--- src/rtl/scmp_bus_pkg.sv ---
// Shared types and constants for the scmp bus controller.
// The FSM encoding is exported so benches and checkers can decode the state output.
package scmp_bus_pkg;

    typedef enum logic [1:0] {
        ST_IDLE  = 2'd0,
        ST_ADDR  = 2'd1,
        ST_READ  = 2'd2,
        ST_WRITE = 2'd3
    } bus_state_t;

    // Bit positions of the {H,D,I,R} flags inside the flags output.
    localparam int FLAG_H = 3;
    localparam int FLAG_D = 2;
    localparam int FLAG_I = 1;
    localparam int FLAG_R = 0;

    localparam logic [7:0] UNMAPPED_DATA = 8'hFF;

endpackage

--- src/rtl/scmp_reset_gen.sv ---
// Button synchroniser and reset stretcher producing the core reset.
// The core stays in reset until the counter MSB sets after the button is released.
module scmp_reset_gen #(
    parameter int RST_CNT_W = 16
) (
    input  logic clk,
    input  logic rst,
    input  logic btn,
    output logic cpu_rst_n
);

    logic [1:0]           sync;
    logic [RST_CNT_W-1:0] cnt;

    always_ff @(posedge clk or posedge rst) begin
        if (rst) begin
            sync      <= 2'b00;
            cnt       <= '0;
            cpu_rst_n <= 1'b0;
        end else begin
            sync <= {sync[0], btn};
            if (sync[1]) begin
                cnt <= '0;
            end else if (!cnt[RST_CNT_W-1]) begin
                cnt <= cnt + 1'b1;
            end
            // Masking with the synchronised button drops the reset in the same
            // cycle the counter is cleared, keeping the button-to-reset path at 3 cycles.
            cpu_rst_n <= cnt[RST_CNT_W-1] & ~sync[1];
        end
    end

endmodule

--- src/rtl/scmp_bus_ctrl.sv ---
// Bus controller between the scmp core and a synchronous byte memory:
// bank/flag latch, map and write-protect masks, fault counting and core reset.
module scmp_bus_ctrl
    import scmp_bus_pkg::*;
#(
    parameter int          LO_W      = 12,
    parameter int          BANK_W    = 4,
    parameter logic [15:0] MAP_MASK  = 16'hFFFF,
    parameter logic [15:0] WR_MASK   = 16'h0FFA,
    parameter int          RST_CNT_W = 16,
    parameter int          FAULT_W   = 8
) (
    input  logic                   clk,
    input  logic                   rst,
    input  logic                   btn,
    output logic                   cpu_rst_n,
    input  logic                   ads_n,
    input  logic                   rd_n,
    input  logic                   wr_n,
    input  logic [LO_W-1:0]        addr,
    input  logic [7:0]             d_from_cpu,
    output logic [7:0]             d_to_cpu,
    output logic                   rd_valid,
    output logic [BANK_W-1:0]      bank,
    output logic [3:0]             flags,
    output logic [BANK_W+LO_W-1:0] mem_addr,
    output logic                   mem_we,
    output logic [7:0]             mem_wdata,
    input  logic [7:0]             mem_rdata,
    output logic                   fault,
    output logic [FAULT_W-1:0]     fault_cnt,
    input  logic                   fault_clr,
    output bus_state_t             bus_state
);

    bus_state_t        state, state_next;
    logic              latch, wr_entry, wr_ok, fault_event, rd_capture, rd_done;
    logic              bank_mapped, bank_writable, we_q;
    logic [BANK_W-1:0] bank_next;
    logic [3:0]        flags_next;

    scmp_reset_gen #(.RST_CNT_W(RST_CNT_W)) u_reset_gen (
        .clk       (clk),
        .rst       (rst),
        .btn       (btn),
        .cpu_rst_n (cpu_rst_n)
    );

    assign bank_mapped   = MAP_MASK[bank];
    assign bank_writable = WR_MASK[bank];
    assign bus_state     = state;
    assign mem_we        = we_q;

    always_ff @(posedge clk or posedge rst) begin
        if (rst) state <= ST_IDLE;
        else     state <= state_next;
    end

    always_comb begin
        state_next = state;
        if (!cpu_rst_n) begin
            state_next = ST_IDLE;
        end else begin
            case (state)
                ST_IDLE:  if (!ads_n) state_next = ST_ADDR;
                ST_ADDR: begin
                    if (!ads_n)     state_next = ST_ADDR;
                    else if (!wr_n) state_next = ST_WRITE;
                    else if (!rd_n) state_next = ST_READ;
                end
                ST_READ:  if (rd_valid && rd_n) state_next = ST_IDLE;
                ST_WRITE: if (wr_n) state_next = ST_IDLE;
                default:  state_next = ST_IDLE;
            endcase
        end
    end

    always_comb begin
        latch       = cpu_rst_n && !ads_n && (state == ST_IDLE || state == ST_ADDR);
        wr_entry    = cpu_rst_n && (state == ST_ADDR) && ads_n && !wr_n;
        wr_ok       = wr_entry && bank_mapped && bank_writable;
        fault_event = wr_entry && !(bank_mapped && bank_writable);
        rd_capture  = cpu_rst_n && (state == ST_READ) && !rd_valid;
        rd_done     = cpu_rst_n && (state == ST_READ) && rd_valid && rd_n;
        bank_next   = bank;
        flags_next  = flags;
        if (!cpu_rst_n) begin
            bank_next  = '0;
            flags_next = '0;
        end else if (latch) begin
            bank_next               = d_from_cpu[BANK_W-1:0];
            flags_next[FLAG_H]      = d_from_cpu[7];
            flags_next[FLAG_D]      = d_from_cpu[6];
            flags_next[FLAG_I]      = d_from_cpu[5];
            flags_next[FLAG_R]      = d_from_cpu[4];
        end
    end

    always_ff @(posedge clk or posedge rst) begin
        if (rst) begin
            bank      <= '0;
            flags     <= '0;
            mem_addr  <= '0;
            mem_wdata <= '0;
            we_q      <= 1'b0;
            rd_valid  <= 1'b0;
            d_to_cpu  <= UNMAPPED_DATA;
        end else begin
            bank     <= bank_next;
            flags    <= flags_next;
            // Address is presented a cycle ahead so the registered memory output
            // is ready when the read data is captured.
            mem_addr <= {bank_next, addr};
            we_q     <= wr_ok;
            if (wr_ok) mem_wdata <= d_from_cpu;
            if (!cpu_rst_n || rd_done) begin
                rd_valid <= 1'b0;
            end else if (rd_capture) begin
                rd_valid <= 1'b1;
                d_to_cpu <= bank_mapped ? mem_rdata : UNMAPPED_DATA;
            end
        end
    end

    always_ff @(posedge clk or posedge rst) begin
        if (rst) begin
            fault     <= 1'b0;
            fault_cnt <= '0;
        end else if (fault_clr) begin
            fault     <= 1'b0;
            fault_cnt <= '0;
        end else if (fault_event) begin
            fault <= 1'b1;
            if (fault_cnt != {FAULT_W{1'b1}}) fault_cnt <= fault_cnt + 1'b1;
        end
    end

endmodule

--- config.mk ---
export PLATFORM = sky130hd
export DESIGN_NAME = scmp_bus_ctrl
export DESIGN_NICKNAME = d
export VERILOG_FILES = /design/src/rtl/scmp_bus_pkg.sv /design/src/rtl/scmp_reset_gen.sv /design/src/rtl/scmp_bus_ctrl.sv
export SDC_FILE = /design/constraint.sdc
export NUM_CORES = 1
export LEC_CHECK = 0
export ABC_AREA = 1
export CAP_MARGIN = 20
export CORE_ASPECT_RATIO = 1.25
export CORE_UTILIZATION = 51
export DETAILED_ROUTE_END_ITERATION = 8
export GPL_TIMING_DRIVEN = 0
export PLACE_DENSITY = 0.87
export SYNTH_ARGS = -nofsm -noshare
export SYNTH_HDL_FRONTEND = slang
export SYNTH_SLANG_ARGS = --single-unit
--- constraint.sdc ---
create_clock -name clk -period 3.54 [get_ports clk]
set_clock_uncertainty 0.1 [all_clocks]
set_input_delay 0.354 -clock clk [delete_from_list [all_inputs] [get_ports clk]]
set_output_delay 0.354 -clock clk [all_outputs]
set_load 0.1 [all_outputs]
==> run_1/sizes.png <==
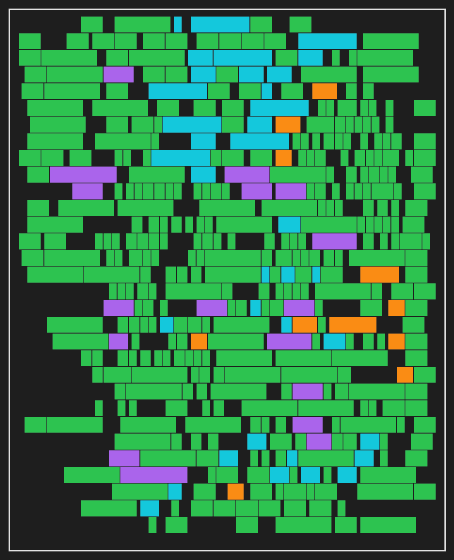
purple -> _6 and larger  # cells 17, most used clkbuf_8
cyan -> _2 cells  # cells 36
green -> _0 and _1 cells  # cells 359, most used clkdlybuf4s50_1
orange -> _3 and _4 cells  # cells 11, most used buf_4
Post-Layout Inst Area: 4218 sq um
area grow syn2layout: 39.64%
Repair and plain buffers: 97
setup ws final: 1.012 ns

==> run_1/placement_by_type.png <==
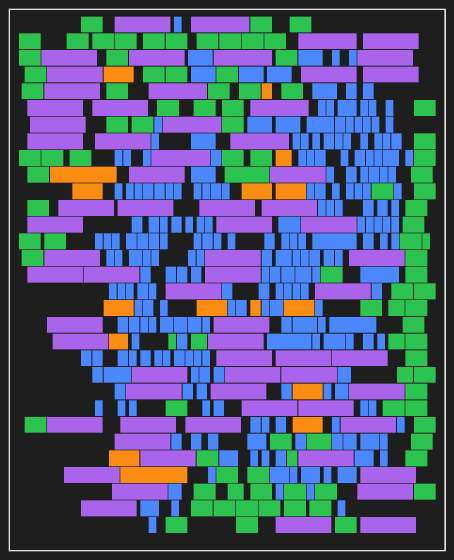
orange -> clock drivers and dummy loads  # cells 16
purple -> sequential cells  # cells 68
green -> remaining buffers and delay cells  # cells 97
blue -> combinational and other logic  # cells 242
core area: 5741 sq um
Rows: 31
flop share of the area: 40.58%
Final Core Density: 73.47%

==> Slide: Implementation Results, run 1 <==
Run Summary

Yosys
  • Cell count after synthesis: roughly 320
  • Commonest flop: dfrtp_1
  • Yosys reg bits: a little under 70
  • Cell area after synthesis: ~3000 sq um
  • # Cells Yosys: around 320
  • FFs w/ async S/R, synth: 100.0%
  • Register share after synthesis: 56.67%
  • Yosys stat area: 3020 sq um
  • Synthesized area per cell: between 9 and 10 sq um
  • Unique cell types: 33

Final layout
  • FILL cells: around 410
  • Most numerous logic cell after layout: clkdlybuf4s50_1
  • Nets: approximately 460
  • Share of cells above drive strength 1: 15.13%
  • Most common logic cells in the final layout: clkdlybuf4s50_1, nand2_1, dfrtp_1, inv_1, nand3_1

Worst setup path
  • CP required: 3.09 ns
  • Crit Path Category: register to primary output
  • CP max stage delay: ~1.2 ns
  • Crit path cell chain: clkdlybuf4s50_1
  • Reg-to-reg slack, setup: just under 2 ns
  • Kind of end point of the critical path: primary output
  • CP startpoint kind: register
  • Delay-heaviest family, CP: buffers and inverters
  • Slowest CP cell: clkdlybuf4s50_1
  • Reg2Reg Capture Point: mem_wdata[7]
  • CP arrival: approximately 2.1 ns
  • Crit Path Max Fanout: 7

GRT
  • Number of antenna violations at the first check in global routing: 0
  • Largest net degree at the start of global routing: 39
  • GR Overflow Total: 0
  • Vias in the first global route: between 2000 and 2500

Pwr
  • Sw power: between 0.4 and 0.5 mW
  • Tot Pwr: about 1.8 mW
  • Power Density: roughly 420 nW/um^2
  • LEAKAGE: a little under 2 nW
  • Pint: 1.289 mW
  • Sequential share of power: a little under half
  • Max VDD drop: 0.5313 mV
  • Net Sw Frac: 26.71%

STA
  • Highest Clock Rate: slightly below 0.4 GHz
  • Final Hold Vio Count: 0
  • Final setup violation count: 0
  • RSZ-0062 raised after global routing: false
  • Tmin final: about 2.5 ns
  • Pins Over Slew Limit: 0
  • Tightest Pin Transition: roughly 1.0 ns
  • Final hold slack: 0.2762 ns

Clock network
  • Post-CTS Resized: 0
  • Setup bufs post-CTS: 0
  • Late-Pin Clk Latency: 0.34 ns
  • # clock sinks: just under 70
  • CTS Buffer Depth: 2
  • CTS tree: yes
  • Root Buffer: clkbuf_8

Drt
  • Remaining DRCs: 12
  • DR vias/cell: roughly 5.1
  • Detailed Routing Iterations Pass 1: 9

Placed design
  • Post-DP HPWL: about 4700 microns
  • Placer congestion estimate: 0.8273
  • Buffers on Ports: around 87

Die
  • IO Count: 89
  • Pre-Place Util: between 50% and 60%
  • Die area: between 6000 and 7000 sq um
  • Die extent in y: roughly 90 microns

Run
  • Total of max-cap violations: 0
  • Log Warnings: 26

Min path
  • Min-delay src: u_reset_gen.sync[0]
  • HP Class: register to register
  • Hold-critical path endpoint: u_reset_gen.sync[1]

Status
  • Status: finished, violations left
  • Failing checks: design-rule violations
==> run_1/metal_density.png <==
Scale bar: 20 microns. The die is cut into 14 by 18 equal tiles; dark blue is low, red is high, scaled to the fullest tile. Values are wire area over tile area, all layers added.
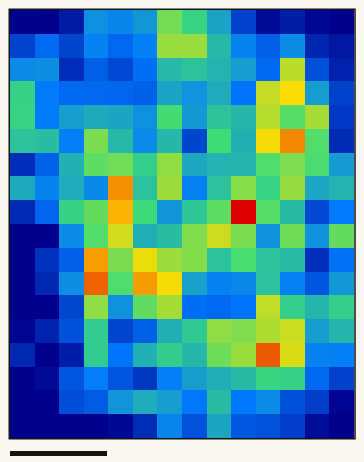
mean over tiles = 0.16
fullest tile = 0.46
densest ninth of the die = centre
nearly empty tiles = 8.7%
Tot GR Track Use: 21.86%
drt wl/cell: 12.94 microns
DR vias: 2514
final WL: 6327 microns

run 1: power groups by stage:
stage | clock network (mW) | registers (mW) | logic, mW
after floorplan | 0 | 0.943 | 0.0413
after global placement | 0 | 0.826 | 0.238
after detailed placement | 0 | 0.827 | 0.244
after CTS | 0.716 | 0.812 | 0.244
after global routing | 0.750 | 0.815 | 0.256
final | 0.703 | 0.813 | 0.242
run 1: synth_stat cells (3+ instances only):
cell type	instances	share of area, %
a21oi_1	12	2.0
nand3_1	30	5.0
o21ai_2	8	2.3
buf_4	5	1.2
mux2_2	8	3.0
nand4_1	3	0.62
nor3_1	6	0.99
dfstp_2	8	7.0
o22ai_1	3	0.62
dfrtp_1	60	50
inv_1	40	5.0
nand2_1	65	8.1
nor2_1	28	3.5
o21ai_0	16	2.7
run 1: per-stage QoR:
| step | cells | utilization, % | setup slack (ns) | instance area (sq um) |
|---|---|---|---|---|
| after floorplan | 319 | - | 1.374 | 3020 |
| after global placement | 472 | 69.22 | 0.2826 | 3974 |
| after detailed placement | 473 | 69.57 | 1.382 | 3994 |
| after CTS | 489 | 73.47 | 1.014 | 4218 |
| after global routing | 489 | 73.47 | 0.9638 | 4218 |
| final | 489 | 73.47 | 1.012 | 4218 |
run 1: area by class of cell:
type | count | area (sq um) | area share [%]
flip-flops and latches | 68 | 1712 | 40.58
multi-input cells | 198 | 1081 | 25.63
repair buffers | 88 | 890.9 | 21.12
inverters | 44 | 166.4 | 3.945
clock buffers | 10 | 137.6 | 3.263
clock inverters | 6 | 86.33 | 2.047
well taps | 66 | 82.58 | 1.958
plain buffers | 9 | 61.31 | 1.454
run 1: state kept, by name, summed over array words and instances (netlist names):
signal	count
fault	1
mem_wdata	8
d_to_cpu	8
bus_state	2
mem_addr	15
mem_we	1
u_reset_gen.cpu_rst_n	1
bank	1
flags	4
u_reset_gen.sync	2
rd_valid	1
fault_cnt	8
u_reset_gen.cnt	16
run 1: worst max-delay path by stage:
stage	from	endpoint	slack, ns	depth (start not counted)
CTS	bus_state[0]	bus_state[0]	1.01	1
floorplan	u_reset_gen.cpu_rst_n	mem_wdata[7]	1.37	9
global placement	rst	mem_wdata[2]	0.28	2
global route	bus_state[0]	bus_state[0]	0.96	1
detailed placement	bus_state[0]	bus_state[0]	1.38	1
finish	bus_state[0]	bus_state[0]	1.01	1
run 1: per-layer routing:
metal | vias up | track usage (%) | routed length, microns
met4 | 0 | 8.909 | 36
met3 | 4 | 5.063 | 271
met1 | 1213 | 25.11 | 2590
li1 | 1227 | - | -
met2 | 70 | 39.51 | 3429
met5 | - | 0 | 0
run 1: cell families (layout without fill, tap and decap cells):
group	after synthesis	in the layout	synth area share, %
mux	8	8	2.983
compound gates	43	43	8.990
buf+inv	53	157	7.539
simple gates	144	144	22.70
fa+ha+maj	2	2	0.8284
flops	68	68	56.67
xor+xnor	1	1	0.2900
--- run 2 (diff from run 1) ---
Settings changed: CORE_UTILIZATION 51 to 43, PLACE_DENSITY 0.87 to 0.79.
Clock period 3.54 ns to 2.2 ns, I/O delays scaled along.
==> run_2/cell_density.png <==
Scale bar: 20 microns. The die is cut into 8 by 10 equal tiles; dark blue is low, red is high, 0 to 100% covered.
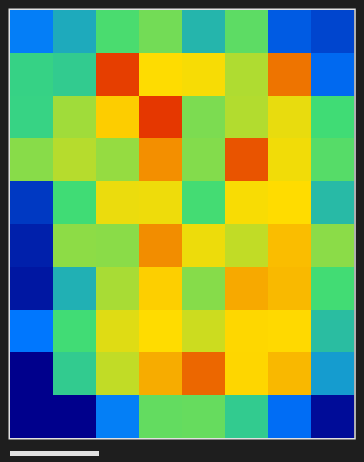
tiles over 75% full = 24%
fullest tile = 94%
emptiest ninth of the die = south-west
Pre-Place Util: 45.16%
Final Core Density: 62.70%

==> Slide: Implementation Results, run 2 <==
Run Summary

Status
  • Status: finished, final reports clean

STA
  • Final Hold Vio Count: 0 (unchanged)
  • RSZ-0062 raised after global routing: false
  • Final setup violation count: 0 (unchanged)
  • Tightest Pin Transition: 1.014 ns (+0.01404 ns)
  • Highest Clock Rate: around 0.46 GHz
  • Final hold slack: 0.1931 ns (-0.08309 ns)
  • Pins Over Slew Limit: 0 (unchanged)
  • Tmin final: 2.163 ns

Worst setup path
  • CP arrival: 1.84 ns (-0.23 ns)
  • Slowest CP cell: clkdlybuf4s50_1
  • CP startpoint kind: register
  • Kind of end point of the critical path: primary output
  • Crit Path Category: register to primary output
  • Reg2Reg Capture Point: u_reset_gen.cnt[9]
  • CP max stage delay: 1.14 ns (-0.07 ns)
  • Reg-to-reg slack, setup: 0.61 ns (-1.35 ns)
  • Crit Path Max Fanout: 2 (-5)
  • CP required: 1.88 ns (-1.21 ns)
  • Delay-heaviest family, CP: buffers and inverters

Pwr
  • LEAKAGE: 2.151 nW (+11%)
  • Power Density: 636.1 nW/um^2 (+53%)
  • Max VDD drop: 0.5035 mV (-5.2%)

Yosys
  • # Cells Yosys: 319 (unchanged)
  • MUX area fraction: 2.983% (unchanged)
  • FFs w/ async S/R, synth: 100.0% (unchanged)
  • Top post-synthesis cells by count: nand2_1, dfrtp_1, inv_1, nand3_1, nor2_1
  • And+or+nand+nor area frac: 22.70% (unchanged)
  • Top cells by area, synth: dfrtp_1, nand2_1, dfstp_2
  • Register share after synthesis: 56.67% (unchanged)
  • Yosys top cell by area: dfrtp_1
  • Commonest flop: dfrtp_1
  • Count leader, synth: nand2_1
  • Unique cell types: 33 (unchanged)
  • Logic family by area: simple AND/OR/NAND/NOR gates
  • Cell count after synthesis: 319 (unchanged)
  • Adder share: 0.8285% (unchanged)
  • Yosys stat area: 3020 sq um (unchanged)
  • Cell area after synthesis: 3020 sq um (unchanged)
  • Area leader share: 49.71% (unchanged)
  • Yosys reg bits: 68 (unchanged)

Final layout
  • Area grow syn2layout: 38.86%
  • Share of cells above drive strength 1: 14.66% (-0.47 points)
  • Post-Layout Inst Area: 4194 sq um (-0.56%)
  • Most common logic cells in the final layout: nand2_1, dfrtp_1, clkdlybuf4s50_1, inv_1, nand3_1
  • Largest Register: u_reset_gen.cnt
  • Nets: 455 (unchanged)

Run
  • Total of max-cap violations: 0 (unchanged)
  • Log Warnings: 26 (unchanged)

Drt
  • Detailed Routing Iterations Pass 1: 4 (-5)
  • DR vias: 2511 (-0.12%)
  • Drt wl/cell: 12.61 microns (-2.5%)
  • Remaining DRCs: 0 (-12)
  • Final WL: 6431 microns (+1.6%)
  • DR vias/cell: 4.924 (-4.2%)

Die
  • Die area: 7365 sq um (+18%)
  • Die extent in y: 95.71 microns (+8.7%)
  • IO Count: 89 (unchanged)
  • Rows: 33 (+6.5%)
  • Core area: 6689 sq um (+17%)

GRT
  • Largest net degree at the start of global routing: 37 (-5.1%)
  • GR Overflow Total: 0 (unchanged)
  • Vias in the first global route: 2540 (+5.4%)
  • Tot GR Track Use: 18.63% (-3.2 points)
  • Number of antenna violations at the first check in global routing: 0 (unchanged)

Min path
  • Min-delay src: fault_clr
  • HP Class: primary input to register
  • Hold-critical path endpoint: fault

Placed design
  • Placer congestion estimate: 0.8087 (-2.2%)
  • Buffers on Ports: 87 (unchanged)
  • Post-DP HPWL: 4835 microns (+4.0%)
  • Area post-placement: 4020 sq um (+0.66%)

Clock network
  • # clock sinks: 68 (unchanged)
  • Root Buffer: clkbuf_8
  • Late-Pin Clk Latency: 0.34 ns (about the same)
  • CTS Buffer Depth: 2 (unchanged)
==> run 2: cell counts after synthesis <==
Identical to the previous run, type by type.
==> run 2: timing repair <==
action | in CTS | in global routing
endpoints found under the setup margin | 24 | 8
resized | 24 | 8
hold buffers | 0 | 0
==> run 2: layout make-up <==
cell class | count | area [sq um] | area share, %
multi-input cells | 198 | 1081 | 25.78
repair buffers | 88 | 880.8 | 21.00
plain buffers | 9 | 61.31 | 1.462
inverters | 44 | 166.4 | 3.968
flip-flops and latches | 68 | 1712 | 40.81
well taps | 87 | 108.9 | 2.595
clock inverters | 5 | 52.55 | 1.253
clock buffers | 11 | 131.4 | 3.132
==> run 2: kinds of logic (layout without fill, tap and decap cells) <==
kind of cell    Yosys count  in the layout
compound gates           43             43
mux                       8              8
fa+ha+maj                 2              2
simple gates            144            144
xor+xnor                  1              1
flops                    68             68
buf+inv                  53            157
==> run 2: worst max path at each step <==
stage / from / end / slack, ns / cells past startpoint
global route: flags[0] / flags[0] / 0.0008 / 1
CTS: mem_addr[14] / bank[2] / 0.003 / 1
detailed placement: bus_state[1] / bus_state[1] / 0.20 / 1
finish: flags[0] / flags[0] / 0.04 / 1
global placement: rst / mem_wdata[2] / -0.93 / 2
floorplan: u_reset_gen.cpu_rst_n / mem_wdata[7] / 0.03 / 9
==> run 2: worst register-to-register path: stages (launching register included) <==
cell and delay, ns:
dfrtp_1 0.39, nand3_1 0.12, nor2_1 0.28, nand2_1 0.24, o21ai_0 0.23, nand2_1 0.07, nor2_1 0.09
==> run 2: power breakdown <==
| part | internal (mW) | leakage, nW | total [mW] | switching (mW) |
|---|---|---|---|---|
| Combinational | 0.108 | 1.17 | 0.382 | 0.274 |
| Sequential | 1.29 | 0.885 | 1.31 | 0.0206 |
| Clock | 0.518 | 0.0931 | 0.978 | 0.459 |
==> run 2: routing by layer <==
metal  wire length, microns  up-vias  track usage, %
met2                   3408       63           33.93
li1                       -     1220               -
met5                      0        -               0
met3                    261        7           4.739
met4                     82        0           8.974
met1                   2678     1221           20.33
==> run 2: through the flow <==
stage | cells | worst slack (ns) | power (mW) | util, %
5_1_grt | 510 | 0.0008291 | 2.760 | 62.70
3_5_place_dp | 494 | 0.1966 | 1.727 | 60.10
3_3_place_gp | 493 | -0.9256 | 1.714 | 59.80
4_1_cts | 510 | 0.002851 | 2.704 | 62.40
2_1_floorplan | 319 | 0.03406 | 1.584 | -
6_report | 510 | 0.03712 | 2.668 | 62.70
Power is estimated from default activity; no workload was simulated.
